$ cat src/rtl/control_pkg.sv
// Shared opcodes, T-state indices and control-word layout for the bus-CPU control sequencer.
package control_pkg;

  localparam int unsigned StepW = 3;
  localparam int unsigned OpW   = 4;

  localparam logic [OpW-1:0] OP_NOP = 4'h0;
  localparam logic [OpW-1:0] OP_LDA = 4'h1;
  localparam logic [OpW-1:0] OP_ADD = 4'h2;
  localparam logic [OpW-1:0] OP_SUB = 4'h3;
  localparam logic [OpW-1:0] OP_STA = 4'h4;
  localparam logic [OpW-1:0] OP_LDI = 4'h5;
  localparam logic [OpW-1:0] OP_JMP = 4'h6;
  localparam logic [OpW-1:0] OP_JC  = 4'h7;
  localparam logic [OpW-1:0] OP_JZ  = 4'h8;
  localparam logic [OpW-1:0] OP_OUT = 4'hE;
  localparam logic [OpW-1:0] OP_HLT = 4'hF;

  localparam logic [StepW-1:0] T0 = 3'd0;
  localparam logic [StepW-1:0] T1 = 3'd1;
  localparam logic [StepW-1:0] T2 = 3'd2;
  localparam logic [StepW-1:0] T3 = 3'd3;
  localparam logic [StepW-1:0] T4 = 3'd4;

  // Fields hold the pin-level value, so _n fields are active-low.
  typedef struct packed {
    logic pc_count_enable;
    logic pc_jump_n;
    logic pc_write_bus;
    logic mar_read_bus_n;
    logic ram_read_bus_n;
    logic ram_write_bus_n;
    logic ir_read_bus_n;
    logic ir_write_bus_n;
    logic a_read_bus_n;
    logic a_write_bus_n;
    logic b_read_bus_n;
    logic alu_write_bus_n;
    logic alu_subtract;
    logic flags_read_n;
    logic out_read_bus;
  } ctrl_word_t;

  localparam ctrl_word_t CTRL_IDLE = '{
    pc_count_enable: 1'b0,
    pc_jump_n:       1'b1,
    pc_write_bus:    1'b0,
    mar_read_bus_n:  1'b1,
    ram_read_bus_n:  1'b1,
    ram_write_bus_n: 1'b1,
    ir_read_bus_n:   1'b1,
    ir_write_bus_n:  1'b1,
    a_read_bus_n:    1'b1,
    a_write_bus_n:   1'b1,
    b_read_bus_n:    1'b1,
    alu_write_bus_n: 1'b1,
    alu_subtract:    1'b0,
    flags_read_n:    1'b1,
    out_read_bus:    1'b0
  };

  // Last T-state carrying any execute activity; jumps end at T2 whether taken or not.
  function automatic logic [StepW-1:0] last_exec_step(input logic [OpW-1:0] op);
    case (op)
      OP_LDA, OP_STA:         return T3;
      OP_ADD, OP_SUB, OP_HLT: return T4;
      default:                return T2;
    endcase
  endfunction

endpackage

$ cat src/rtl/control_microcode.sv
// Combinational microcode ROM: {step, opcode, flags} -> control word.
module control_microcode
  import control_pkg::*;
(
  input  logic [StepW-1:0] step_i,
  input  logic [OpW-1:0]   opcode_i,
  input  logic             flag_carry_i,
  input  logic             flag_zero_i,
  output ctrl_word_t       ctrl_o
);

  always_comb begin
    ctrl_o = CTRL_IDLE;
    case (step_i)
      T0: begin
        ctrl_o.pc_write_bus   = 1'b1;
        ctrl_o.mar_read_bus_n = 1'b0;
      end
      T1: begin
        ctrl_o.ram_write_bus_n = 1'b0;
        ctrl_o.ir_read_bus_n   = 1'b0;
        ctrl_o.pc_count_enable = 1'b1;
      end
      T2: begin
        case (opcode_i)
          OP_LDA, OP_ADD, OP_SUB, OP_STA: begin
            ctrl_o.ir_write_bus_n = 1'b0;
            ctrl_o.mar_read_bus_n = 1'b0;
          end
          OP_LDI: begin
            ctrl_o.ir_write_bus_n = 1'b0;
            ctrl_o.a_read_bus_n   = 1'b0;
          end
          OP_JMP: begin
            ctrl_o.ir_write_bus_n = 1'b0;
            ctrl_o.pc_jump_n      = 1'b0;
          end
          OP_JC: begin
            ctrl_o.ir_write_bus_n = !flag_carry_i;
            ctrl_o.pc_jump_n      = !flag_carry_i;
          end
          OP_JZ: begin
            ctrl_o.ir_write_bus_n = !flag_zero_i;
            ctrl_o.pc_jump_n      = !flag_zero_i;
          end
          OP_OUT: begin
            ctrl_o.a_write_bus_n = 1'b0;
            ctrl_o.out_read_bus  = 1'b1;
          end
          default: ;
        endcase
      end
      T3: begin
        case (opcode_i)
          OP_LDA: begin
            ctrl_o.ram_write_bus_n = 1'b0;
            ctrl_o.a_read_bus_n    = 1'b0;
          end
          OP_ADD, OP_SUB: begin
            ctrl_o.ram_write_bus_n = 1'b0;
            ctrl_o.b_read_bus_n    = 1'b0;
            ctrl_o.alu_subtract    = (opcode_i == OP_SUB);
          end
          OP_STA: begin
            ctrl_o.a_write_bus_n  = 1'b0;
            ctrl_o.ram_read_bus_n = 1'b0;
          end
          default: ;
        endcase
      end
      T4: begin
        if (opcode_i == OP_ADD || opcode_i == OP_SUB) begin
          ctrl_o.alu_write_bus_n = 1'b0;
          ctrl_o.a_read_bus_n    = 1'b0;
          ctrl_o.flags_read_n    = 1'b0;
          ctrl_o.alu_subtract    = (opcode_i == OP_SUB);
        end
      end
      default: ;
    endcase
  end

endmodule

$ cat src/rtl/control_sequencer.sv
// T-state counter, halt latch and reset gating around the microcode ROM.
// Define XDN_CONTROL_EARLY_RETIRE_EN to return to T0 right after an instruction's last active step.
module control_sequencer
  import control_pkg::*;
#(
  parameter int unsigned STEP_WIDTH   = 3,
  parameter int unsigned LAST_STEP    = 4,
  parameter int unsigned OPCODE_WIDTH = 4
) (
  input  logic                    i_CLOCK,
  input  logic                    i_CLEAR,
  input  logic [OPCODE_WIDTH-1:0] i_OPCODE,
  input  logic                    i_FLAG_CARRY,
  input  logic                    i_FLAG_ZERO,
  output logic                    o_PC_COUNT_ENABLE,
  output logic                    o_PC_JUMP_n,
  output logic                    o_PC_WRITE_BUS,
  output logic                    o_MAR_READ_BUS_n,
  output logic                    o_RAM_READ_BUS_n,
  output logic                    o_RAM_WRITE_BUS_n,
  output logic                    o_IR_READ_BUS_n,
  output logic                    o_IR_WRITE_BUS_n,
  output logic                    o_A_READ_BUS_n,
  output logic                    o_A_WRITE_BUS_n,
  output logic                    o_B_READ_BUS_n,
  output logic                    o_ALU_WRITE_BUS_n,
  output logic                    o_ALU_SUBTRACT,
  output logic                    o_FLAGS_READ_n,
  output logic                    o_OUT_READ_BUS,
  output logic                    o_CLOCK_HALT,
  output logic [STEP_WIDTH-1:0]   o_STEP
);

  logic [STEP_WIDTH-1:0] step_q, step_d;
  logic                  halted_q, halted_d;
  logic                  halt_now;
  logic                  wrap;
  ctrl_word_t            ctrl_rom, ctrl;

  control_microcode u_microcode (
    .step_i       (step_q),
    .opcode_i     (i_OPCODE),
    .flag_carry_i (i_FLAG_CARRY),
    .flag_zero_i  (i_FLAG_ZERO),
    .ctrl_o       (ctrl_rom)
  );

  assign halt_now = (step_q == T2) && (i_OPCODE == OP_HLT);

`ifdef XDN_CONTROL_EARLY_RETIRE_EN
  assign wrap = (step_q == STEP_WIDTH'(LAST_STEP)) ||
                ((step_q >= T2) && (step_q == last_exec_step(i_OPCODE)));
`else
  assign wrap = (step_q == STEP_WIDTH'(LAST_STEP));
`endif

  always_comb begin
    halted_d = halted_q | halt_now;
    step_d   = step_q;
    if (!halted_q && !halt_now) begin
      step_d = wrap ? '0 : step_q + 1'b1;
    end
  end

  always_ff @(posedge i_CLOCK or posedge i_CLEAR) begin
    if (i_CLEAR) begin
      step_q   <= '0;
      halted_q <= 1'b0;
    end else begin
      step_q   <= step_d;
      halted_q <= halted_d;
    end
  end

  // While halted the opcode may wander; keep every control line quiet.
  always_comb begin
    ctrl = ctrl_rom;
    if (i_CLEAR || halted_q) begin
      ctrl = CTRL_IDLE;
    end
  end

  assign o_PC_COUNT_ENABLE = ctrl.pc_count_enable;
  assign o_PC_JUMP_n       = ctrl.pc_jump_n;
  assign o_PC_WRITE_BUS    = ctrl.pc_write_bus;
  assign o_MAR_READ_BUS_n  = ctrl.mar_read_bus_n;
  assign o_RAM_READ_BUS_n  = ctrl.ram_read_bus_n;
  assign o_RAM_WRITE_BUS_n = ctrl.ram_write_bus_n;
  assign o_IR_READ_BUS_n   = ctrl.ir_read_bus_n;
  assign o_IR_WRITE_BUS_n  = ctrl.ir_write_bus_n;
  assign o_A_READ_BUS_n    = ctrl.a_read_bus_n;
  assign o_A_WRITE_BUS_n   = ctrl.a_write_bus_n;
  assign o_B_READ_BUS_n    = ctrl.b_read_bus_n;
  assign o_ALU_WRITE_BUS_n = ctrl.alu_write_bus_n;
  assign o_ALU_SUBTRACT    = ctrl.alu_subtract;
  assign o_FLAGS_READ_n    = ctrl.flags_read_n;
  assign o_OUT_READ_BUS    = ctrl.out_read_bus;
  assign o_CLOCK_HALT      = !i_CLEAR && (halted_q || halt_now);
  assign o_STEP            = i_CLEAR ? '0 : step_q;

endmodule

$ cat config.mk
export PLATFORM = sky130hd
export DESIGN_NAME = control_sequencer
export DESIGN_NICKNAME = d
export VERILOG_FILES = /design/src/rtl/control_pkg.sv /design/src/rtl/control_microcode.sv /design/src/rtl/control_sequencer.sv
export SDC_FILE = /design/constraint.sdc
export NUM_CORES = 1
export LEC_CHECK = 0
export CAP_MARGIN = 20
export CORE_UTILIZATION = 41
export DETAILED_ROUTE_END_ITERATION = 12
export GPL_TIMING_DRIVEN = 0
export PLACE_DENSITY = 0.79
export RECOVER_POWER = 50
export SLEW_MARGIN = 0
export SYNTH_ARGS = -nofsm -noshare
export SYNTH_HDL_FRONTEND = slang
export SYNTH_SLANG_ARGS = --single-unit
export TNS_END_PERCENT = 10
$ cat constraint.sdc
create_clock -name i_CLOCK -period 2.1 [get_ports i_CLOCK]
set_input_delay 0.42 -clock i_CLOCK [delete_from_list [all_inputs] [get_ports i_CLOCK]]
set_output_delay 0.42 -clock i_CLOCK [all_outputs]
set_load 0.02 [all_outputs]
==> images/congestion_map.png <==
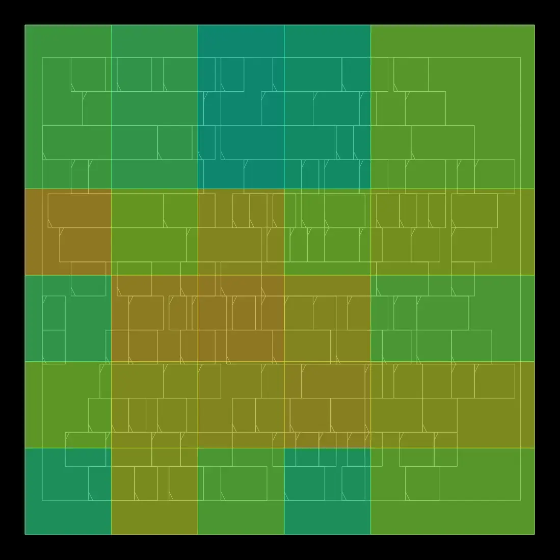
Total GRT Usage: 0.216
global routing usage on met3: 0.0163
met1 Use GR: 0.333

==> images/gates.png <==
(10 px per um)
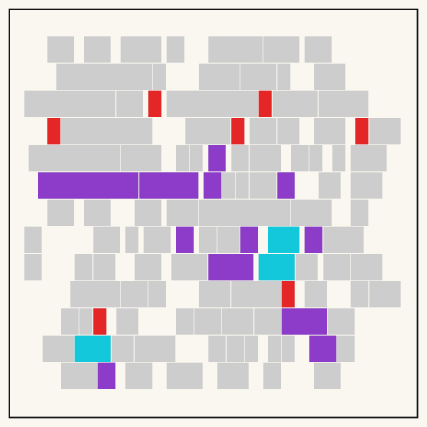
| colour | family | cells |
|---|---|---|
| purple | aoi and oai cells | 12 |
| cyan | non-inverting ao/oa cells | 3 |
| red | inv cells | 7 |
count of non-filler cells in the finished layout: 129
multi-input logic portion of the cell area: 0.514
leading cell type in the layout, fill and taps excluded: sky130_fd_sc_hd__buf_4

==> images/route_heat.png <==
(10 px per um) The die is cut into 8 by 8 equal tiles; white is low, dark blue is high, scaled to the fullest tile. Values are wire area over tile area, all layers added.
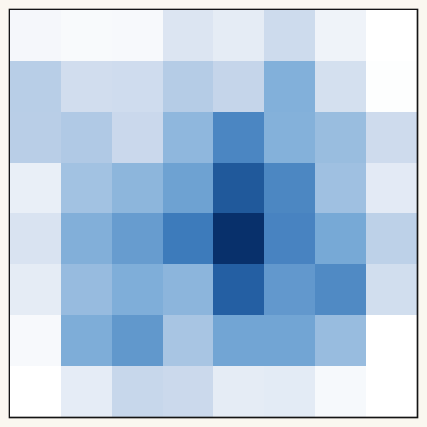
tiles over half the peak: 23%
mean over tiles: 0.15
nearly empty tiles: 7.8%
densest ninth of the die: centre
fullest tile: 0.47
Avg WL per Cell: 12.6 um
via count of the routed design: 716
total wirelength of the detailed-routed design: 1620 um

==> impl_metrics.yaml <==
# yosys + openroad results
run_status:
  run_status: "complete, no violations"
timing:
  finalCriticalPeriod_ps: 2070
  finalHoldViolCount: 0
  fin_worst_hold_slack_ps: 312
critical_path:
  worstReg2RegStart: "step_q[0]$_DFFE_PP0P_"
  crit_path_start: "step_q[0]$_DFFE_PP0P_"
  critPathLaunchType: "register"
  top_cell_family_by_delay_on_the_critical_path: "buffers and inverters"
  worstPathMaxFanout: 5
clock_network:
  clk_root_buffer_cell: "sky130_fd_sc_hd__clkbuf_4"
  htree_levels: 1
  cts_made_buffers: 3
  tritoncts: "yes"
placement:
  weighted_congestion_at_the_end_of_routability_driven_global_placement: 0.759
routing:
  postRouteAntennaNets: 0
run:
  max_cap_viol_count: 0
pwr:
  worst_ir_drop_vdd_mv: 0.658
grt:
  grt_pass1_vias: 573
  grt_max_degree: 11
logic_synthesis:
  synth_async_sr_flop_share: 1.00
  synthCells: 80
## Yosys cell counts, types with 2 or more instances
master	count	area, sq um
sky130_fd_sc_hd__clkbuf_1	3	11.3
sky130_fd_sc_hd__nand2_1	4	15.0
sky130_fd_sc_hd__dfrtp_1	4	100
sky130_fd_sc_hd__inv_1	7	26.3
sky130_fd_sc_hd__o21ai_0	6	30.0
sky130_fd_sc_hd__ha_1	5	62.6
sky130_fd_sc_hd__and2_1	2	12.5
sky130_fd_sc_hd__nor3_1	3	15.0
sky130_fd_sc_hd__nand4_1	5	31.3
sky130_fd_sc_hd__mux2_1	2	22.5
sky130_fd_sc_hd__or4b_1	2	20.0
sky130_fd_sc_hd__nand3_1	3	15.0
sky130_fd_sc_hd__nor2_1	9	33.8
sky130_fd_sc_hd__buf_2	3	15.0
## per-stage QoR
| step | total power [mW] | instances |
|---|---|---|
| 2_1_floorplan | 0.581 | 80 |
| 3_3_place_gp | 0.771 | 119 |
| 3_5_place_dp | 0.785 | 119 |
| 4_1_cts | 0.906 | 124 |
| 5_1_grt | 1.18 | 129 |
| 6_report | 1.09 | 129 |
## cell type report
cell class | count | area, sq um | share of cell area
Multi-Input combinational cell | 61 | 499 | 0.514
Timing Repair Buffer | 33 | 260 | 0.268
Sequential cell | 4 | 101 | 0.104
Buffer | 6 | 43.8 | 0.0450
Inverter | 7 | 26.3 | 0.0270
Clock buffer | 3 | 22.5 | 0.0232
Tap cell | 15 | 18.8 | 0.0193
## kinds of logic (layout without fill, tap and decap cells)
family,Yosys count,in the layout
and+or+nand+nor,38,38
xor gates and xnor gates,1,1
muxes,2,2
DFF,4,4
AOI/OAI and AO/OA,15,15
buffers and inverters,15,49
adders and majority gates,5,5
## routing by layer
layer | global-route usage | share of wire | vias to the layer above
met4 | 0.0500 | 0 | 0
met1 | 0.333 | 0.46 | 335
met5 | 0 | 0 | -
li1 | - | - | 360
met3 | 0.0163 | 0.046 | 0
met2 | 0.321 | 0.50 | 21
## cell usage in the layout, fill, tap and decap left out, drive strengths merged, types with 4 or more instances in the layout
cell type      synthesis  routed
inv                    7       7
nand4                  5       5
nand2                  4       4
dfrtp                  4       4
dlygate4sd2            0       7
o21ai                  6       6
clkdlybuf4s50          0       5
buf                    5      21
nor2                   9       9
clkbuf                 3       8
ha                     5       5
## registers in the layout (all words and copies together), names as in the netlist
name,cells
halted_q,1
step_q,3
## path summary, 6_finish.rpt
path | endpoint | slack, ps | cells after the start
hold / removal | halted_q$_DFF_PP0_ | 310 | 2
max in group asynchronous | step_q[1]$_DFFE_PP0P_ | 1620 | 2
hold reg to reg | step_q[1]$_DFFE_PP0P_ | 580 | 1
setup / recovery | o_A_WRITE_BUS_n | 30 | 8
min in group i_CLOCK | step_q[1]$_DFFE_PP0P_ | 580 | 1
setup reg to reg | step_q[0]$_DFFE_PP0P_ | 530 | 6
## what timing repair did
action / 4_1_cts / 5_1_grt
endpoints found under the setup margin: 18 / 10
buffers inserted: 3 / 6
gates resized: 57 / 21
pin swaps: 3 / 6
Power is estimated from default activity; no workload was simulated.
